===== src/rtl/ramp_pkg.sv =====
// Shared definitions for the ramp waveform generator: mode encodings, config record, reset defaults.
// Config fields are carried at CFG_W bits, so WIDTH must stay below CFG_W.
package ramp_pkg;

    localparam int CFG_W = 32;

    typedef enum logic [1:0] {
        MODE_UP   = 2'd0,
        MODE_DOWN = 2'd1,
        MODE_TRI  = 2'd2,
        MODE_HOLD = 2'd3
    } mode_t;

    typedef struct packed {
        mode_t            mode;
        logic [CFG_W-1:0] step;
        logic [CFG_W-1:0] lo;
        logic [CFG_W-1:0] hi;
    } cfg_t;

    localparam mode_t            DEF_MODE = MODE_UP;
    localparam logic [CFG_W-1:0] DEF_STEP = CFG_W'(1);
    localparam logic [CFG_W-1:0] DEF_LO   = '0;
    localparam logic             DIR_UP   = 1'b0;
    localparam logic             DIR_DOWN = 1'b1;

    function automatic cfg_t default_cfg(input int width);
        cfg_t c;
        c.mode = DEF_MODE;
        c.step = DEF_STEP;
        c.lo   = DEF_LO;
        c.hi   = (CFG_W'(1) << width) - CFG_W'(1);
        return c;
    endfunction

endpackage


===== src/rtl/ramp_cfg_shadow.sv =====
// Configuration capture for ramp_wavegen: valid/ready handshake, validation and one pending load.
// RAMP_WAVEGEN_TRI_EN decides whether triangle mode is accepted.
module ramp_cfg_shadow
    import ramp_pkg::*;
#(
    parameter int WIDTH  = 16,
    parameter int STEP_W = 8
) (
    input  logic              clk,
    input  logic              rst,
    input  logic              cfg_valid,
    output logic              cfg_ready,
    input  logic [1:0]        cfg_mode,
    input  logic [STEP_W-1:0] cfg_step,
    input  logic [WIDTH-1:0]  cfg_lo,
    input  logic [WIDTH-1:0]  cfg_hi,
    input  logic              apply,
    output logic              pending,
    output cfg_t              shadow,
    output logic              cfg_err
);

`ifdef RAMP_WAVEGEN_TRI_EN
    localparam logic TRI_OK = 1'b1;
`else
    localparam logic TRI_OK = 1'b0;
`endif

    logic take;
    logic cfg_ok;

    assign cfg_ready = !pending;
    assign take      = cfg_valid && !pending;
    assign cfg_ok    = (cfg_lo <= cfg_hi) && ((mode_t'(cfg_mode) != MODE_TRI) || TRI_OK);

    // A rejected transfer only raises cfg_err; shadow and pending stay untouched.
    always_ff @(posedge clk or posedge rst) begin
        if (rst) begin
            pending <= 1'b0;
            cfg_err <= 1'b0;
            shadow  <= default_cfg(WIDTH);
        end else begin
            cfg_err <= take && !cfg_ok;
            if (take && cfg_ok) begin
                pending     <= 1'b1;
                shadow.mode <= mode_t'(cfg_mode);
                shadow.step <= CFG_W'(cfg_step);
                shadow.lo   <= CFG_W'(cfg_lo);
                shadow.hi   <= CFG_W'(cfg_hi);
            end else if (apply) begin
                pending <= 1'b0;
            end
        end
    end

endmodule


===== src/rtl/ramp_wavegen.sv =====
// Programmable sawtooth/triangle/hold waveform generator with glitch-free config loads at period ends.
// Triangle mode and its direction flag exist only when RAMP_WAVEGEN_TRI_EN is defined.
module ramp_wavegen
    import ramp_pkg::*;
#(
    parameter int WIDTH  = 16,
    parameter int STEP_W = 8
) (
    input  logic              clk,
    input  logic              rst,
    input  logic              en,
    input  logic              cfg_valid,
    output logic              cfg_ready,
    input  logic [1:0]        cfg_mode,
    input  logic [STEP_W-1:0] cfg_step,
    input  logic [WIDTH-1:0]  cfg_lo,
    input  logic [WIDTH-1:0]  cfg_hi,
    output logic [WIDTH-1:0]  ramp,
    output logic              wrap,
    output logic              cfg_err
);

    cfg_t             act;
    cfg_t             shd;
    logic             pending;
    logic             apply;
    logic             wrap_evt;
    logic [WIDTH-1:0] nxt_ramp;
    logic [CFG_W-1:0] r_x;
    logic [CFG_W-1:0] up_sum;
    logic [CFG_W-1:0] lo_step;
`ifdef RAMP_WAVEGEN_TRI_EN
    logic             dir;
    logic             nxt_dir;
`endif

    ramp_cfg_shadow #(.WIDTH(WIDTH), .STEP_W(STEP_W)) u_shadow (
        .clk       (clk),
        .rst       (rst),
        .cfg_valid (cfg_valid),
        .cfg_ready (cfg_ready),
        .cfg_mode  (cfg_mode),
        .cfg_step  (cfg_step),
        .cfg_lo    (cfg_lo),
        .cfg_hi    (cfg_hi),
        .apply     (apply),
        .pending   (pending),
        .shadow    (shd),
        .cfg_err   (cfg_err)
    );

    // Wide intermediates keep ramp+step and lo+step free of modular wrap.
    assign r_x     = CFG_W'(ramp);
    assign up_sum  = r_x + act.step;
    assign lo_step = act.lo + act.step;

    always_comb begin
        nxt_ramp = ramp;
        wrap_evt = 1'b0;
`ifdef RAMP_WAVEGEN_TRI_EN
        nxt_dir  = dir;
`endif
        if (act.step != '0) begin
            case (act.mode)
                MODE_UP: begin
                    if (up_sum > act.hi) begin
                        nxt_ramp = WIDTH'(act.lo);
                        wrap_evt = 1'b1;
                    end else begin
                        nxt_ramp = WIDTH'(up_sum);
                    end
                end
                MODE_DOWN: begin
                    if (r_x < lo_step) begin
                        nxt_ramp = WIDTH'(act.hi);
                        wrap_evt = 1'b1;
                    end else begin
                        nxt_ramp = WIDTH'(r_x - act.step);
                    end
                end
`ifdef RAMP_WAVEGEN_TRI_EN
                MODE_TRI: begin
                    if (dir == DIR_UP) begin
                        if (up_sum >= act.hi) begin
                            nxt_ramp = WIDTH'(act.hi);
                            nxt_dir  = DIR_DOWN;
                        end else begin
                            nxt_ramp = WIDTH'(up_sum);
                        end
                    end else begin
                        if (r_x <= lo_step) begin
                            nxt_ramp = WIDTH'(act.lo);
                            nxt_dir  = DIR_UP;
                            wrap_evt = 1'b1;
                        end else begin
                            nxt_ramp = WIDTH'(r_x - act.step);
                        end
                    end
                end
`endif
                default: ;
            endcase
        end
    end

    // A pending load waits for an idle cycle or the end of the current period.
    assign apply = pending && (!en || wrap_evt);

    always_ff @(posedge clk or posedge rst) begin
        if (rst) begin
            ramp <= '0;
            wrap <= 1'b0;
            act  <= default_cfg(WIDTH);
`ifdef RAMP_WAVEGEN_TRI_EN
            dir  <= DIR_UP;
`endif
        end else begin
            if (en)
                wrap <= wrap_evt;
            if (apply) begin
                act  <= shd;
                ramp <= (shd.mode == MODE_DOWN) ? WIDTH'(shd.hi) : WIDTH'(shd.lo);
`ifdef RAMP_WAVEGEN_TRI_EN
                dir  <= DIR_UP;
`endif
            end else if (en) begin
                ramp <= nxt_ramp;
`ifdef RAMP_WAVEGEN_TRI_EN
                dir  <= nxt_dir;
`endif
            end
        end
    end

endmodule


===== config.mk =====
export PLATFORM = sky130hd
export DESIGN_NAME = ramp_wavegen
export DESIGN_NICKNAME = d
export VERILOG_FILES = /design/src/rtl/ramp_pkg.sv /design/src/rtl/ramp_cfg_shadow.sv /design/src/rtl/ramp_wavegen.sv
export SDC_FILE = /design/constraint.sdc
export NUM_CORES = 1
export LEC_CHECK = 0
export ABC_AREA = 1
export CAP_MARGIN = 10
export CORE_ASPECT_RATIO = 0.9
export CORE_MARGIN = 5
export CORE_UTILIZATION = 58
export CTS_CLUSTER_SIZE = 10
export DETAILED_ROUTE_END_ITERATION = 10
export DONT_BUFFER_PORTS = 1
export MAX_ROUTING_LAYER = met4
export PLACE_DENSITY_LB_ADDON = 0.3
export REMOVE_ABC_BUFFERS = 1
export SKIP_CTS_REPAIR_TIMING = 1
export SYNTH_ARGS = -nofsm -noshare
export SYNTH_HDL_FRONTEND = slang
export SYNTH_HIERARCHICAL = 1
export SYNTH_SLANG_ARGS = --single-unit
export TNS_END_PERCENT = 10

===== constraint.sdc =====
create_clock -name clk -period 4.45 [get_ports clk]
set_input_delay 0.6675 -clock clk [delete_from_list [all_inputs] [get_ports clk]]
set_output_delay 0.6675 -clock clk [all_outputs]
set_load 0.02 [all_outputs]

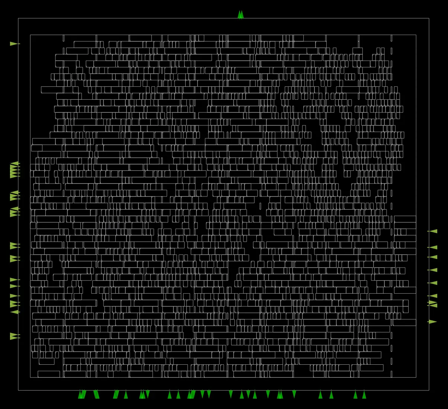
*Cell placement, run 1*
flop count: 159
Filler cells: 1987
Core Region: 23400 um2

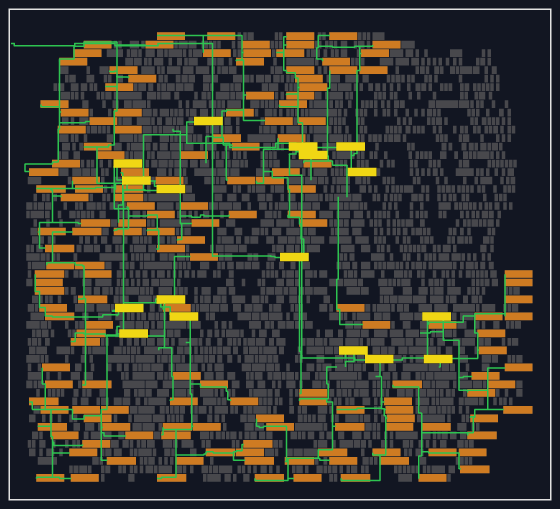
*Routed clock nets over the placement, run 1*
legend:
  orange:
    item: flip-flops
    count: 159
  yellow:
    item: clock drivers
    count: 17
  green:
    item: clock wires
    length: 2360 um
flops lie: widely spread
Final Skew: 19.6 ps

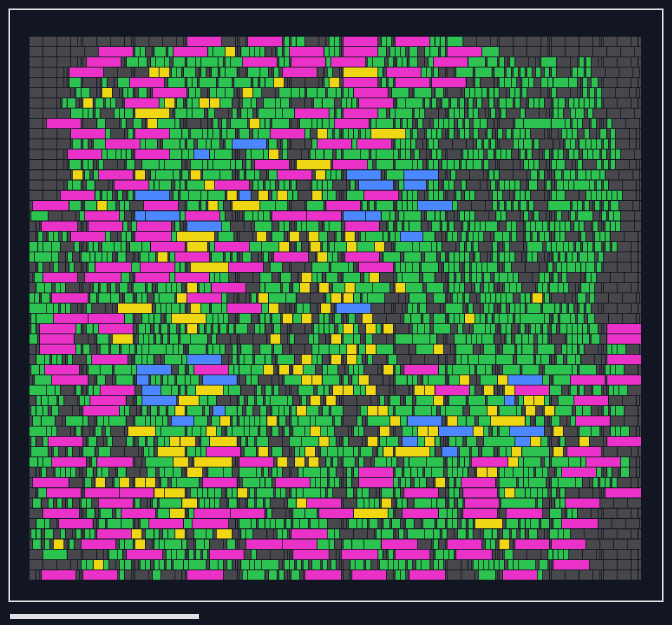
*Cells coloured by class, run 1*
Scale bar: 50 um. Fill, decap, tap and diode cells in grey.
legend:
  blue:
    class: clock drivers and dummy loads
    cells: 32
  green:
    class: combinational and other logic
    cells: 1779
  magenta:
    class: flops
    cells: 159
  yellow:
    class: other buffers and delay cells
    cells: 167
Post-Layout Inst Area: 16100 um2
fin util: 0.689
FP Rows: 53
Seq area share: 0.249

-- run 1: cell usage in the layout, fill, tap and decap left out, types with 54 or more instances in the layout --
cell type | synthesis | final
nand2_1 | 710 | 651
inv_1 | 285 | 281
buf_4 | 62 | 139
dfrtp_1 | 125 | 125
ha_1 | 125 | 124
nand2_2 | 37 | 88
nand4_1 | 84 | 84
nor2_1 | 80 | 78
nand3_1 | 73 | 72
a21oi_1 | 72 | 71
conb_1 | 1 | 56
o21ai_2 | 37 | 54
-- run 1: flip-flops by register name, indices dropped and copies added, names as in the netlist --
register          count
ramp                 16
u_shadow/cfg_err      1
u_shadow/shadow      42
act                  98
u_shadow/pending      1
wrap                  1
==> results.yml, run 1 <==
# synthesis and place-and-route metrics
status:
  outcome: "finished with violations"
  violations: "negative setup slack"
final_timing:
  hold_ws_ps: 123
  hold_viol_final: 0
  finalWorstSetupSlack_ps: -623
  setup_viol: 116
grt:
  grtUsageMet2: 0.449
  grt_pass1_wl_um: 63100
  grt_max_degree: 45
  overflow: 0
  globalRouteTotalUtil: 0.295
  antenna_found_initial: 0
place:
  dp_cells: 2383
  place_area_um2: 14800
  dp_hpwl_um: 30500
  port_buffers: 0
synth:
  adder_share: 0.117
  async_reset_ff_frac: 1.00
  synth_cells: 2002
  ys_seq_share: 0.290
  synth-seq-cells: 159
  synthFlopType: "dfrtp_1"
  mux_area_frac: 0
  ys_area_um2: 13800
setup_path:
  reg2reg_to: "act[56]"
  crit_cells: 36
  critPathTopFamily: "simple AND/OR/NAND/NOR gates"
routing:
  routed_via_density: 5.40
  ant_nets: 0
  vias: 13200
layout:
  comb_cells: 1482
  clock_area_frac: 0.0373
clock_tree:
  cts_max_level: 4
  root_buffer: "clkbuf_16"
  tritoncts: "yes"
floorplan:
  fp_util: 0.592
  die_w_um: 173
flow_run:
  warning_count: 41
==> run 2: changes to the inputs <==
Settings changed: CAP_MARGIN 10 to unset.
==> results.yml, run 2 <==
# synthesis and place-and-route metrics
status:
  outcome: "finished with violations"
  violations: "negative setup slack"
grt:
  antenna_found_initial: 0
  globalRouteTotalUtil: 0.295
  overflow: 0
  grt_max_degree: 45
final_timing:
  setup_viol: 116
  finalWorstSetupSlack_ps: -623
  skew_ps: 19.6
  hold_ws_ps: 123
routing:
  ant_nets: 0
  routed_via_density: 5.40
layout:
  top_regs: "act x98, u_shadow/shadow x42, ramp x16"
  fill_cells: 1987
  final_core_util: 0.689
  fin_area_um2: 16100
place:
  dp_cells: 2383
  dp_hpwl_um: 30500
  place_area_um2: 14800
synth:
  synthFlopType: "dfrtp_1"
  synth-seq-cells: 159
  async_reset_ff_frac: 1.00
  ys_area_um2: 13800
  synth_cells: 2002
clock_tree:
  cts_max_level: 4
  tritoncts: "yes"
  root_buffer: "clkbuf_16"
setup_path:
  crit_cells: 36
floorplan:
  die_w_um: 173
[run 2: cell counts after synthesis]
Identical to the previous run, type by type.
[run 2: area by class of cell]
| class | count | share of cell area |
|---|---|---|
| clock buffer | 18 | 0.0272 |
| clock inverter | 14 | 0.0101 |
| inverter | 296 | 0.0699 |
| multi-input combinational | 1482 | 0.520 |
| sequential | 159 | 0.249 |
| tap | 302 | 0.0234 |
| timing repair buffer | 167 | 0.0991 |
| timing repair inverter | 1 | 0.000543 |
[run 2: metal layers]
metal,track usage,up-vias
met4,0.0670,0
met2,0.449,503
met5,-,-
li1,-,6479
met1,0.413,6131
met3,0.0546,62
[run 2: cells by family after synthesis]
logic type,synth area share
xor+xnor,0.0354
buf+inv,0.141
flops,0.290
simple gates,0.324
compound gates,0.0919
other cells,0.000271
fa+ha+maj,0.117
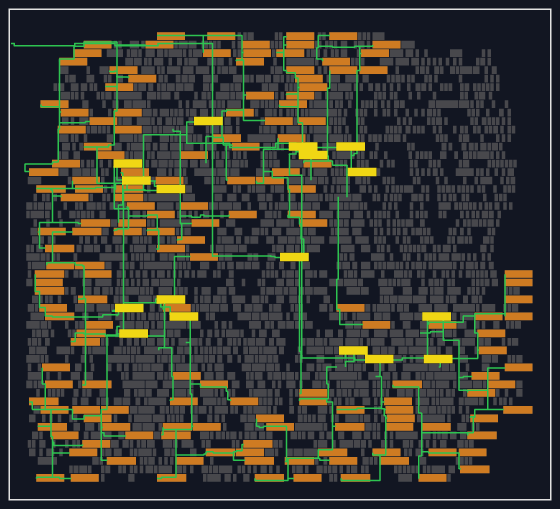
*Routed clock nets over the placement, run 2*
legend:
  yellow:
    item: clock drivers
    count: 17
  green:
    item: clock wires
    length: 2360 um
  orange:
    item: flip-flops
    count: 159
routed clock nets: 18
Worst-Skew Late Latency: 450 ps

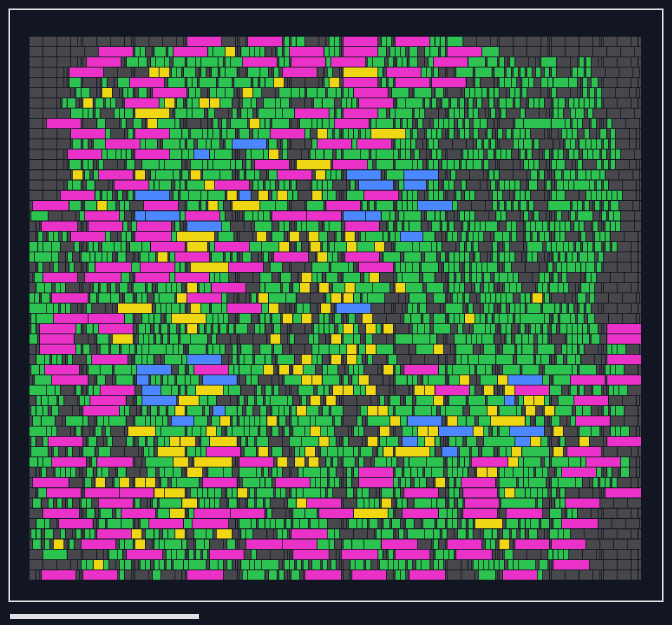
*Cells coloured by class, run 2*
Scale bar: 50 um. Fill, decap, tap and diode cells in grey.
legend:
  blue:
    class: clock drivers and dummy loads
    cells: 32
  yellow:
    class: other buffers and delay cells
    cells: 167
  magenta:
    class: flops
    cells: 159
  green:
    class: combinational and other logic
    cells: 1779

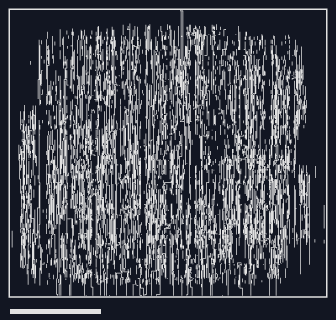
*The metal 2 layer, run 2*
Scale bar: 50 um.
main direction: vertical
longest straight run: 49.1 um
share of all routed wire: 45%
nets with wire on the layer: 1802
wire length on this layer: 18000 um
GRT met2 Usage: 0.449
final WL: 40500 um
DR vias: 13200

==> run 3: changes to the inputs <==
Settings changed: GPL_ROUTABILITY_DRIVEN set to 0.
==> results.yml, run 3 <==
# synthesis and place-and-route metrics
status:
  outcome: "finished with violations"
  violations: "negative setup slack"
clock_tree:
  tritoncts: "yes"
  clock.latency.late_pin_ps: 440
  numClockSinks: 159
  cts_max_level: 4
  cts_inserted_buffers: 17
  root_buffer: "clkbuf_16"
synth:
  synth_cells: 2002
  ys_area_um2: 13800
  compound_area_frac: 0.0919
  adder_share: 0.117
  ys_cells: 2002
  synth-seq-cells: 159
  top_logic_kind: "simple AND/OR/NAND/NOR gates"
  synthTopCellsByArea: "dfrtp_1 23%, nand2_1 19%, ha_1 11%"
  async_reset_ff_frac: 1.00
  synth_area_um2: 13800
  synthFlopType: "dfrtp_1"
  ys_sh_simple: 0.324
  mux_area_frac: 0
  synthXorXnorAreaFrac: 0.0354
  ys_warn_count: 6
  ys_seq_share: 0.290
place:
  dp_cells: 2359
  dp_hpwl_um: 29000
  port_buffers: 0
  place_area_um2: 14600
final_timing:
  setup_viol: 116
  finalSetupTns_ps: -62360
  relSlewSlack: 0.351
  skew_ps: 19.7
  post-route-period-util: 1.14
  finalWorstSetupSlack_ps: -643
  drv_slew: 0
  hold_ws_ps: 302
  hold_viol_final: 0
  finalCriticalPeriod_ps: 5090
  max_freq_mhz: 196
grt:
  antenna_found_initial: 0
  overflow: 0
  grt_max_degree: 72
  top_usage_layer: "met2"
  met3_usage: 0.0449
  grt_pass1_wl_um: 61100
  grtUsageMet1: 0.389
  globalRouteTotalUtil: 0.282
layout:
  top_register: "act"
  layout-drive-gt1-share: 0.182
  largest_reg_flops: 98
  fill_cells: 1945
  lay_top_count: "nand2_1"
  antenna_cells: 0
  top_regs: "act x98, u_shadow/shadow x42, ramp x16"
  most-common-layout-cells: "665 x nand2_1, 281 x inv_1, 125 x dfrtp_1"
floorplan:
  fp_util: 0.592
  coreArea_um2: 23400
  num_rows: 53
setup_path:
  reg2reg_to: "ramp[9]"
  critPathBufInv: 6
  required_ps: 4830
  critPathMaxStageDelay_ps: 560
  end_kind: "flop"
  critPathTopFamily: "simple AND/OR/NAND/NOR gates"
  arrival_ps: 5470
flow_run:
  warning_count: 41
  timing.max_cap.violations: 0
routing:
  routed_via_density: 5.53
  met2_length_um: 18300
  wl_met3_um: 3450
  ant_nets: 0
run 3: cell counts after synthesis:
No cell type changed its count.
run 3: worst max path at each step:
stage	start	endpoint	slack (ps)	cells past startpoint
global route	act[64]	ramp[9]	-920	34
global placement	act[64]	act[90]	-620	34
CTS	act[64]	ramp[10]	-840	34
detailed placement	act[64]	ramp[10]	-780	34
finish	act[64]	ramp[9]	-640	34
floorplan	act[64]	act[65]	-2130	31
run 3: cell type report:
type                            count  share of cell area
Clock buffer                       17              0.0269
Timing Repair Buffer              134              0.0811
Tap cell                          302              0.0239
Inverter                          296              0.0712
Clock inverter                     15              0.0120
Timing Repair inverter              1            0.000554
Sequential cell                   159               0.254
Multi-Input combinational cell   1483               0.530
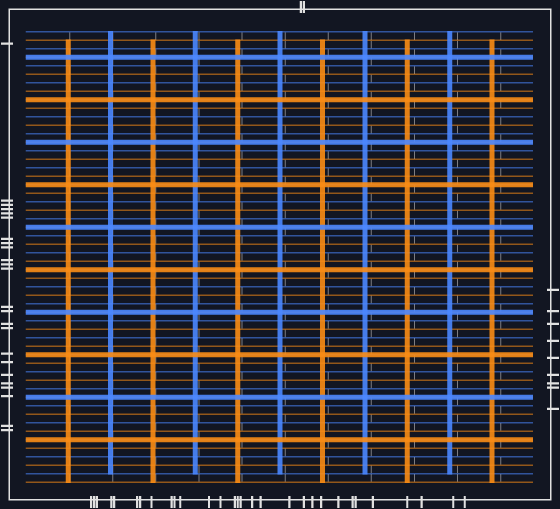
*PDN straps and rails, run 3*
Pins as bars on the die edge. Tap cells in grey.
legend:
  blue:
    net: VDD
  orange:
    net: VSS
met4 straps: 11
met5 straps: 10
Die Span X: 173 um
Die H: 157 um

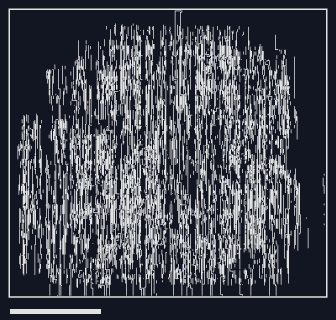
*The metal 2 layer, run 3*
Scale bar: 50 um.
longest straight run: 74.4 um
nets with wire on the layer: 1801
wire length on this layer: 18300 um
DR vias: 13300
final WL: 39900 um
GRT met2 Usage: 0.440

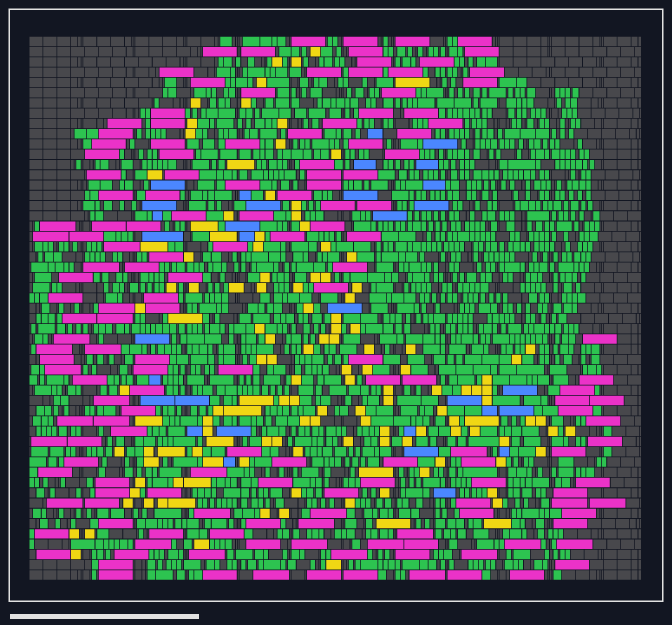
*Cells coloured by class, run 3*
Scale bar: 50 um. Fill, decap, tap and diode cells in grey.
legend:
  green:
    class: combinational and other logic
    cells: 1780
  blue:
    class: clock drivers and dummy loads
    cells: 32
  yellow:
    class: other buffers and delay cells
    cells: 134
  magenta:
    class: flops
    cells: 159
fin util: 0.676
Post-Layout Inst Area: 15800 um2

